$ cat config.mk
export PLATFORM = sky130hd
export DESIGN_NAME = jxfer_sched_flat
export DESIGN_NICKNAME = d
export VERILOG_FILES = /design/src/rtl/jxfer_sched_if.sv /design/src/rtl/jxfer_sched.sv /design/src/flat_wrapper.sv
export SDC_FILE = /design/constraint.sdc
export NUM_CORES = 1
export LEC_CHECK = 0
export ABC_AREA = 1
export CORE_UTILIZATION = 30
export CTS_BUF_LIST = sky130_fd_sc_hd__clkbuf_2
export DETAILED_ROUTE_END_ITERATION = 7
export PLACE_DENSITY_LB_ADDON = 0.25
export SLEW_MARGIN = 20
export SYNTH_ARGS = -nofsm -noshare
export SYNTH_HDL_FRONTEND = slang
export SYNTH_SLANG_ARGS = --single-unit
$ cat constraint.sdc
create_clock -name wclk -period 3.5 [get_ports wclk]
set_input_delay 0.7 -clock wclk [delete_from_list [all_inputs] [get_ports wclk]]
set_output_delay 0.7 -clock wclk [all_outputs]
set_load 0.01 [all_outputs]
$ cat src/rtl/jxfer_sched_if.sv
// jxfer_sched_if -- request/transfer bundle between bus requesters and the
// jxfer_sched transfer scheduler.
//
// Signals:
//   breq    [NREQ]      per-requester request, level-held
//   bsrc    [NREQ*SW]   source register index, requester i at [i*SW +: SW]
//   bdst    [NREQ*SW]   destination register index, same packing
//   bbus1   [NREQ]      move constant 8'h01 via jbus1 instead of a register
//   bgnt    [NREQ]      one-hot grant, held for the whole transfer
//   bdone   [NREQ]      one-cycle completion pulse
//   benable [NREG]      one-hot source enable (jenabler we)
//   bset    [NREG]      one-hot destination set
//   wbit1               jbus1 force-one strobe
//   wbusy               scheduler not idle
// Modports: master = requester side, slave = scheduler side.
interface jxfer_sched_if #(
  parameter int NREQ = 4,
  parameter int NREG = 4,
  parameter int SW   = 2
);
  logic [NREQ-1:0]    breq;
  logic [NREQ*SW-1:0] bsrc;
  logic [NREQ*SW-1:0] bdst;
  logic [NREQ-1:0]    bbus1;
  logic [NREQ-1:0]    bgnt;
  logic [NREQ-1:0]    bdone;
  logic [NREG-1:0]    benable;
  logic [NREG-1:0]    bset;
  logic               wbit1;
  logic               wbusy;

  modport master (
    output breq, bsrc, bdst, bbus1,
    input  bgnt, bdone, benable, bset, wbit1, wbusy
  );

  modport slave (
    input  breq, bsrc, bdst, bbus1,
    output bgnt, bdone, benable, bset, wbit1, wbusy
  );
endinterface

$ cat src/rtl/jxfer_sched.sv
// jxfer_sched -- round-robin bus-transfer scheduler for the 8-bit CPU bus.
// Each granted transfer is sequenced enable -> set -> (hold) on the bus.
//
// Ports:
//   wclk    clock, rising edge
//   wrst_n  asynchronous active-low reset
//   bif     jxfer_sched_if.slave (requests in; grant/done/enable/set/bit1/busy out)
//
// Build option:
//   JXFER_HOLD_EN  defined   -> HOLD state present (4-cycle transfer)
//                  undefined -> SET completes the transfer (3-cycle transfer)
//
// state | meaning
// IDLE  | waiting; picks next requester at/after rr
// ENA   | source enable (or jbus1 strobe) driven
// SET   | enable held, destination set driven
// HOLD  | enable held, set released, bdone pulsed
module jxfer_sched #(
  parameter int NREQ = 4,
  parameter int NREG = 4,
  parameter int SW   = 2
) (
  input  logic           wclk,
  input  logic           wrst_n,
  jxfer_sched_if.slave   bif
);

  localparam int RW = (NREQ > 1) ? $clog2(NREQ) : 1;

  typedef enum logic [1:0] {S_IDLE, S_ENA, S_SET, S_HOLD} state_t;

  state_t          r_state;
  logic [RW-1:0]   r_rr;
  logic [SW-1:0]   r_src;
  logic [SW-1:0]   r_dst;
  logic            r_bus1;
  logic [NREQ-1:0] r_gnt;
  logic [NREQ-1:0] r_done;
  logic [NREG-1:0] r_ena;
  logic [NREG-1:0] r_set;
  logic            r_bit1;
  logic            r_busy;

  logic            w_any;
  logic [RW-1:0]   w_pick;
  logic [RW-1:0]   w_nxt_rr;
  logic [SW-1:0]   w_pk_src;
  logic [SW-1:0]   w_pk_dst;
  logic            w_pk_bus1;
  logic [NREQ-1:0] w_gnt_oh;
  logic [NREG-1:0] w_ena_oh;
  logic [NREG-1:0] w_set_oh;

  // Scan from the highest offset down so the last hit is the one closest
  // to the round-robin pointer.
  always_comb begin
    int idx;
    idx    = 0;
    w_any  = 1'b0;
    w_pick = '0;
    for (int k = NREQ - 1; k >= 0; k--) begin
      idx = int'(r_rr) + k;
      if (idx >= NREQ) idx = idx - NREQ;
      if (bif.breq[idx]) begin
        w_any  = 1'b1;
        w_pick = RW'(idx);
      end
    end
  end

  always_comb begin
    w_nxt_rr  = (int'(w_pick) == NREQ - 1) ? '0 : w_pick + RW'(1);
    w_pk_src  = bif.bsrc[int'(w_pick)*SW +: SW];
    w_pk_dst  = bif.bdst[int'(w_pick)*SW +: SW];
    w_pk_bus1 = bif.bbus1[w_pick];
    w_gnt_oh  = {{(NREQ-1){1'b0}}, 1'b1} << w_pick;
    // src == dst without bus1 is a no-op: nothing is enabled or set.
    w_ena_oh  = (w_pk_bus1 || (w_pk_src == w_pk_dst)) ? '0
                : ({{(NREG-1){1'b0}}, 1'b1} << w_pk_src);
    w_set_oh  = (!r_bus1 && (r_src == r_dst)) ? '0
                : ({{(NREG-1){1'b0}}, 1'b1} << r_dst);
  end

  always_ff @(posedge wclk or negedge wrst_n) begin
    if (!wrst_n) begin
      r_state <= S_IDLE;
      r_rr    <= '0;
      r_src   <= '0;
      r_dst   <= '0;
      r_bus1  <= 1'b0;
      r_gnt   <= '0;
      r_done  <= '0;
      r_ena   <= '0;
      r_set   <= '0;
      r_bit1  <= 1'b0;
      r_busy  <= 1'b0;
    end else begin
      case (r_state)
        S_IDLE: begin
          if (w_any) begin
            r_state <= S_ENA;
            r_rr    <= w_nxt_rr;
            r_src   <= w_pk_src;
            r_dst   <= w_pk_dst;
            r_bus1  <= w_pk_bus1;
            r_gnt   <= w_gnt_oh;
            r_ena   <= w_ena_oh;
            r_bit1  <= w_pk_bus1;
            r_busy  <= 1'b1;
          end
        end
        S_ENA: begin
          r_state <= S_SET;
          r_set   <= w_set_oh;
`ifndef JXFER_HOLD_EN
          // Without HOLD the completion pulse coincides with SET.
          r_done  <= r_gnt;
`endif
        end
        S_SET: begin
`ifdef JXFER_HOLD_EN
          r_state <= S_HOLD;
          r_set   <= '0;
          r_done  <= r_gnt;
`else
          r_state <= S_IDLE;
          r_gnt   <= '0;
          r_done  <= '0;
          r_ena   <= '0;
          r_set   <= '0;
          r_bit1  <= 1'b0;
          r_busy  <= 1'b0;
`endif
        end
        S_HOLD: begin
          r_state <= S_IDLE;
          r_gnt   <= '0;
          r_done  <= '0;
          r_ena   <= '0;
          r_set   <= '0;
          r_bit1  <= 1'b0;
          r_busy  <= 1'b0;
        end
        default: r_state <= S_IDLE;
      endcase
    end
  end

  assign bif.bgnt    = r_gnt;
  assign bif.bdone   = r_done;
  assign bif.benable = r_ena;
  assign bif.bset    = r_set;
  assign bif.wbit1   = r_bit1;
  assign bif.wbusy   = r_busy;

endmodule

$ cat src/flat_wrapper.sv
// flat-port wrapper written by rule: the top's interface ports become plain ports
module jxfer_sched_flat 
#(
  parameter int NREQ = 4,
  parameter int NREG = 4,
  parameter int SW   = 2
)
  (wclk, wrst_n, bif_breq, bif_bsrc, bif_bdst, bif_bbus1, bif_bgnt, bif_bdone, bif_benable, bif_bset, bif_wbit1, bif_wbusy);
  jxfer_sched_if #(.NREQ(NREQ), .NREG(NREG), .SW(SW)) bif_i ();
  input  logic wclk;
  input  logic wrst_n;
  input wire logic [$bits(bif_i.breq)-1:0] bif_breq;
  input wire logic [$bits(bif_i.bsrc)-1:0] bif_bsrc;
  input wire logic [$bits(bif_i.bdst)-1:0] bif_bdst;
  input wire logic [$bits(bif_i.bbus1)-1:0] bif_bbus1;
  output wire logic [$bits(bif_i.bgnt)-1:0] bif_bgnt;
  output wire logic [$bits(bif_i.bdone)-1:0] bif_bdone;
  output wire logic [$bits(bif_i.benable)-1:0] bif_benable;
  output wire logic [$bits(bif_i.bset)-1:0] bif_bset;
  output wire logic [$bits(bif_i.wbit1)-1:0] bif_wbit1;
  output wire logic [$bits(bif_i.wbusy)-1:0] bif_wbusy;
  assign bif_i.breq = bif_breq;
  assign bif_i.bsrc = bif_bsrc;
  assign bif_i.bdst = bif_bdst;
  assign bif_i.bbus1 = bif_bbus1;
  assign bif_bgnt = bif_i.bgnt;
  assign bif_bdone = bif_i.bdone;
  assign bif_benable = bif_i.benable;
  assign bif_bset = bif_i.bset;
  assign bif_wbit1 = bif_i.wbit1;
  assign bif_wbusy = bif_i.wbusy;
  jxfer_sched #(.NREQ(NREQ), .NREG(NREG), .SW(SW)) u_core (.wclk(wclk), .wrst_n(wrst_n), .bif(bif_i));
endmodule
**Run 1: placed standard cells**

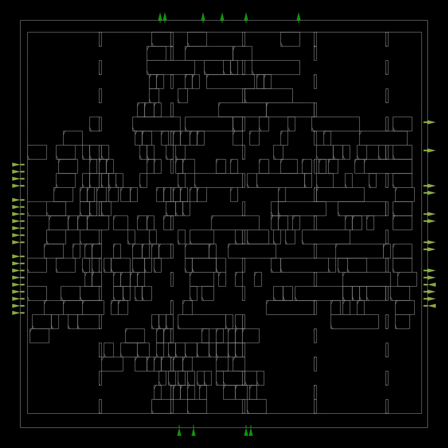
post-layout util: 40.25%
num sequential: 27
Core ar.: 5574 um2

**Run 1: local utilization**

The die is cut into 8 by 8 equal tiles; black is low, pale yellow is high, 0 to 100% covered.
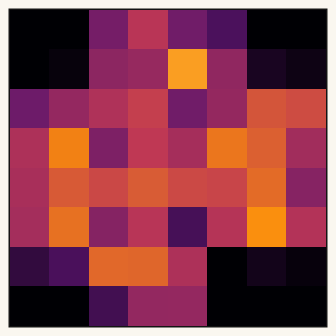
nearly empty tiles: 20%
tiles over 75% full: 3.1%
mean over tiles: 35%
fullest tile: 79%
Pre-Place Util: 31.45%

**Run 1: port wiring**

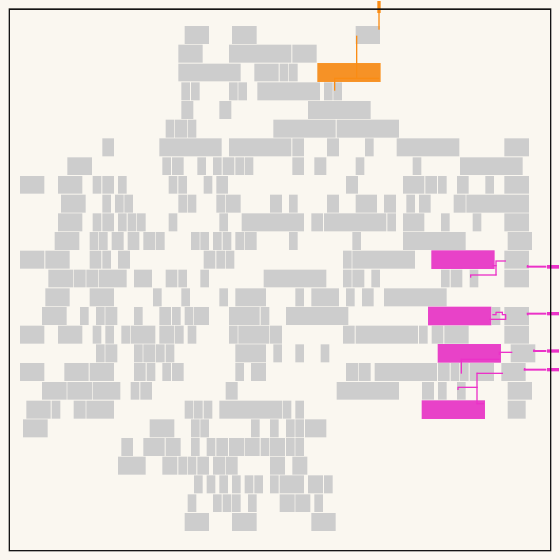
| colour | port | direction | edge | end cells | wire |
|---|---|---|---|---|---|
| magenta | bif_bdone | output | right | 4 | 45.6 um |
| orange | bif_wbit1 | output | top | 1 | 16.8 um |
Port Buf Inserts: 43
IO Pins: 44

[run 1: routing by layer]
layer / vias to the layer above / global-route usage, % / wire length [um]
li1: 856 / - / -
met1: 742 / 19.53 / 1962
met2: 56 / 22.28 / 1697
met3: 7 / 2.326 / 220
met4: 0 / 4.815 / 53
met5: - / 0 / 0
[run 1: cell usage in the layout, fill, tap and decap left out]
cell type	count
ha_1	4
o21ai_1	4
clkdlybuf4s50_1	43
inv_6	1
o21ai_0	16
nand2_4	2
inv_2	4
nand3_2	3
a221oi_1	1
clkbuf_2	3
buf_4	1
nand3b_1	1
nand3_1	31
nor2_1	5
or3_1	1
nor3_1	1
o41ai_1	2
o21ai_2	1
clkinv_2	1
inv_1	29
nand2_2	13
nor2_4	1
nand2_1	91
nand3b_2	2
dfrtp_1	27
==> run summary, run 1 <==
yosys + openroad results -> outcome finished clean, Buffers excl. clock 44, top cell type by total area after synthesis dfrtp_1, Worst Hold End u_core.bif.wbusy, first-pass GRT wire length 7.072 mm, r2r setup slk 1.09 ns, Final Cell Area 2243 um2, Hold Buf Count CTS 0, Final GP Congestion 0.8858, drt first pass iters 4, Fill cells 598, Int Pwr 1.034 mW, post-route antenna net violation count 0, final slew viol count 0, Die Width 78.44 um, clk_skew 0.01478 ns, Inverters 34, min-delay src u_core.bif.wbusy, GRT Total Usage 14.15%, asr flop ratio synth 100.0%
==> run 2: changes to the inputs <==
clock period = 2.1 ns   (was 3.5 ns; I/O delays follow)
**Run 2: placed standard cells**

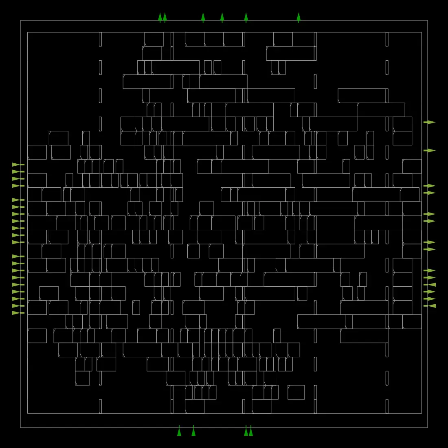
post-layout util: 44.18%
Cell Count, Final, Fillers Out: 385
well-tap cell count: 72
flop share of the area: 27.54%

**Run 2: the metal 3 layer**

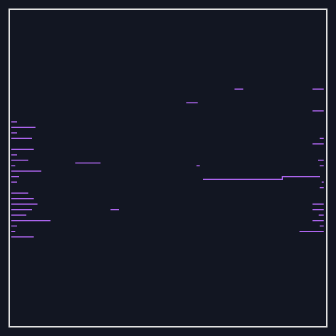
share of all routed wire: 3.5%
main direction: horizontal
wire length on this layer: 142 um
longest straight run: 19.6 um
nets with wire on the layer: 38
drt total wl: 4.049 mm
Vias: 1680
GR Util met3: 1.977%

==> run 2 against run 1 <==
Clock skew fell by 0.0039 ns. Worst hold slack got worse by 0.10 ns. Worst setup slack got worse by 0.90 ns. Sequential power rose by 68%. Largest power group unchanged. Highest routed layer unchanged.
==> run summary, run 2 <==
yosys + openroad results -> num sequential 27, CP max stage delay 0.54 ns, r2r setup slk 0.05 ns, met2 usage 25.35%, Pre-Place Util 31.45%, ANT cells 0, first-pass GRT wire length 7.203 mm, Fill cells 557, Die Width 78.44 um, Cells after Synth 246, Met2 Wirelength 1.814 mm, most instantiated logic cells after routing 91 x nand2_1, 43 x clkdlybuf4s50_1, 31 x nand3_1, 29 x inv_1, 25 x dfrtp_1, Inverters 34, clk_skew 0.01084 ns, met1 wire length 2.067 mm, CP cell instances inv_6 -> nand2_1 -> nand2_1 -> nand2_1 -> nand2_2 -> nand2_2 -> nand3_2 -> buf_6 -> nand3_1 -> nand2_1 -> nand2_1 -> nand2_2 -> nand2_1 -> nand2_1 -> nand2_2 -> nand3_1 -> nand2_1, GRT met1 Usage 18.92%, area grow syn2layout 40.47%, Switching Power 2.239 mW, final slew viol count 0, worst r2r src u_core.r_rr[0], most used logic cell in the final layout nand2_1, Port Buf Inserts 43, fin nets 344, Final Cell Area 2462 um2, Int Pwr 2.367 mW, Final GP Congestion 0.9188, Top Layer Used met4, top cell family by delay on the critical path simple AND/OR/NAND/NOR gates, Buf/Inv on CP 2, outcome finished clean, Buffers excl. clock 69, Hold Buf Count CTS 0, Core ar. 5574 um2, drt first pass iters 6, wire length on met3 141 um, top cell type by total area after synthesis dfrtp_1, asr flop ratio synth 100.0%, post-route antenna net violation count 0, Req. time, crit path 2.38 ns, largest power group combinational cells, Top Usage Layer GRT met2, IO Pins 44, GRT Total Usage 14.46%, largest net degree at the start of global routing 28
==> run 2: cell count changes in the layout (fill, tap and decap cells not counted) <==
cell | before | now
clkinv_2 | 1 | 0
o21ai_1 | 4 | 5
clkbuf_2 | 3 | 4
dfrtp_1 | 27 | 25
nand2_4 | 2 | 1
o21ai_0 | 16 | 15
buf_6 | 0 | 2
nand2_8 | 0 | 1
buf_4 | 1 | 23
dfrtp_2 | 0 | 2
buf_12 | 0 | 1
==> run 2: cell families after synthesis <==
logic type | Yosys count | synth area share [%]
and+or+nand+nor | 151 | 40.04
buffers and inverters | 40 | 10.85
adders and majority gates | 4 | 2.855
AOI/OAI and AO/OA | 24 | 7.709
DFF | 27 | 38.54
==> run 3: changes to the inputs <==
CTS_BUF_LIST = sky130_fd_sc_hd__clkbuf_4 sky130_fd_sc_hd__clkbuf_8   (was sky130_fd_sc_hd__clkbuf_2)
**Run 3: port wiring**

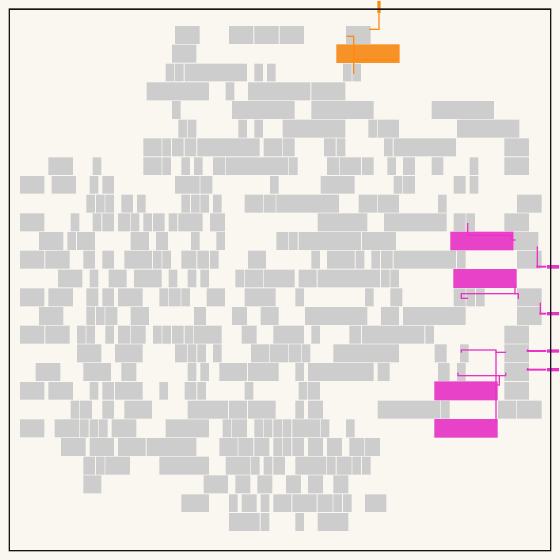
| colour | port | direction | edge | end cells | wire |
|---|---|---|---|---|---|
| magenta | bif_bdone | output | right | 4 | 59.6 um |
| orange | bif_wbit1 | output | top | 1 | 16.7 um |

**Run 3: the metal 3 layer**

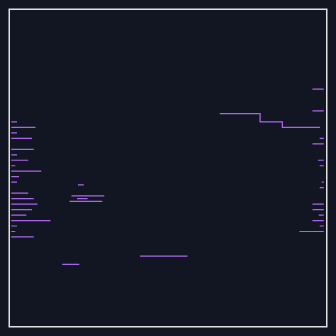
longest straight run: 11.5 um
nets with wire on the layer: 39
wire length on this layer: 163 um
share of all routed wire: 3.7%
drt total wl: 4.370 mm
Vias: 1737

==> run 3 against run 2 <==
The run now ends with negative setup slack left. Synthesized area unchanged. First-iteration DRC count down 34%. Total power up 12%. Final area up 7.0%. Critical path depth down 1. Clock power up 49%. Cell count up 0.78%. Critical path type is now input port to flip-flop. Critical endpoint is now u_core.bif.benable[3]. Largest cell class unchanged.
==> run summary, run 3 <==
yosys + openroad results -> asr flop ratio synth 100.0%, post-layout util 47.27%, area share of fa/ha/maj cells after synthesis 2.855%, count of final setup violators 4, IO Pins 44, drt first pass iters 4, GRT met1 Usage 19.04%, first-pass GRT wire length 7.362 mm, Final GP Congestion 0.9188, CP cell instances clkdlybuf4s50_1 -> nand2_1 -> nand2_2 -> nand2_2 -> nand2_4 -> nand2_4 -> nand3_4 -> buf_6 -> nand3_1 -> nand3_1 -> nand2_2 -> buf_4 -> buf_4 -> nor2_1 -> nand3_1 -> nand2_1, Pre-Place Util 31.45%, Worst Hold End u_core.bif.wbusy, post-route antenna net violation count 0, fin nets 347, final critical-path setup slack -0.03456 ns, top cell type by total area after synthesis dfrtp_1, Cell Count, Final, Fillers Out 388, Fill cells 537, most instantiated logic cells after routing 80 x nand2_1, 40 x clkdlybuf4s50_1, 29 x inv_1, 25 x nand3_1, 25 x dfrtp_1, failing checks negative setup slack, outcome complete, but fails checks, xor/xnor share 0%, met2 usage 26.32%, Top Usage Layer GRT met2
==> run 3: cell counts after synthesis <==
No cell type changed its count.
==> run 3: layout make-up <==
type	count	area, um2	share of cell area, %
clock buffers	4	48.80	1.852
inverters	34	135.1	5.128
multi-input cells	181	1020	38.70
flip-flops and latches	27	678.2	25.74
well taps	72	90.09	3.419
repair buffers	70	663.1	25.17
==> run 3: what timing repair did <==
action | 4_1_cts | 5_1_grt
gates resized | 8 | 30
cloned | 1 | 3
hold endpoints to repair | 0 | 0
pin swaps | 3 | 10
buffers inserted | 1 | 2
endpoints found under the setup margin | 5 | 15
==> run 3: power by group <==
group / internal, mW / leakage, nW / switching [mW]
Combinational: 1.76 / 0.978 / 2.24
Sequential: 0.731 / 0.349 / 0.150
Clock: 0.148 / 0.0262 / 0.146
Power is estimated from default activity; no workload was simulated.
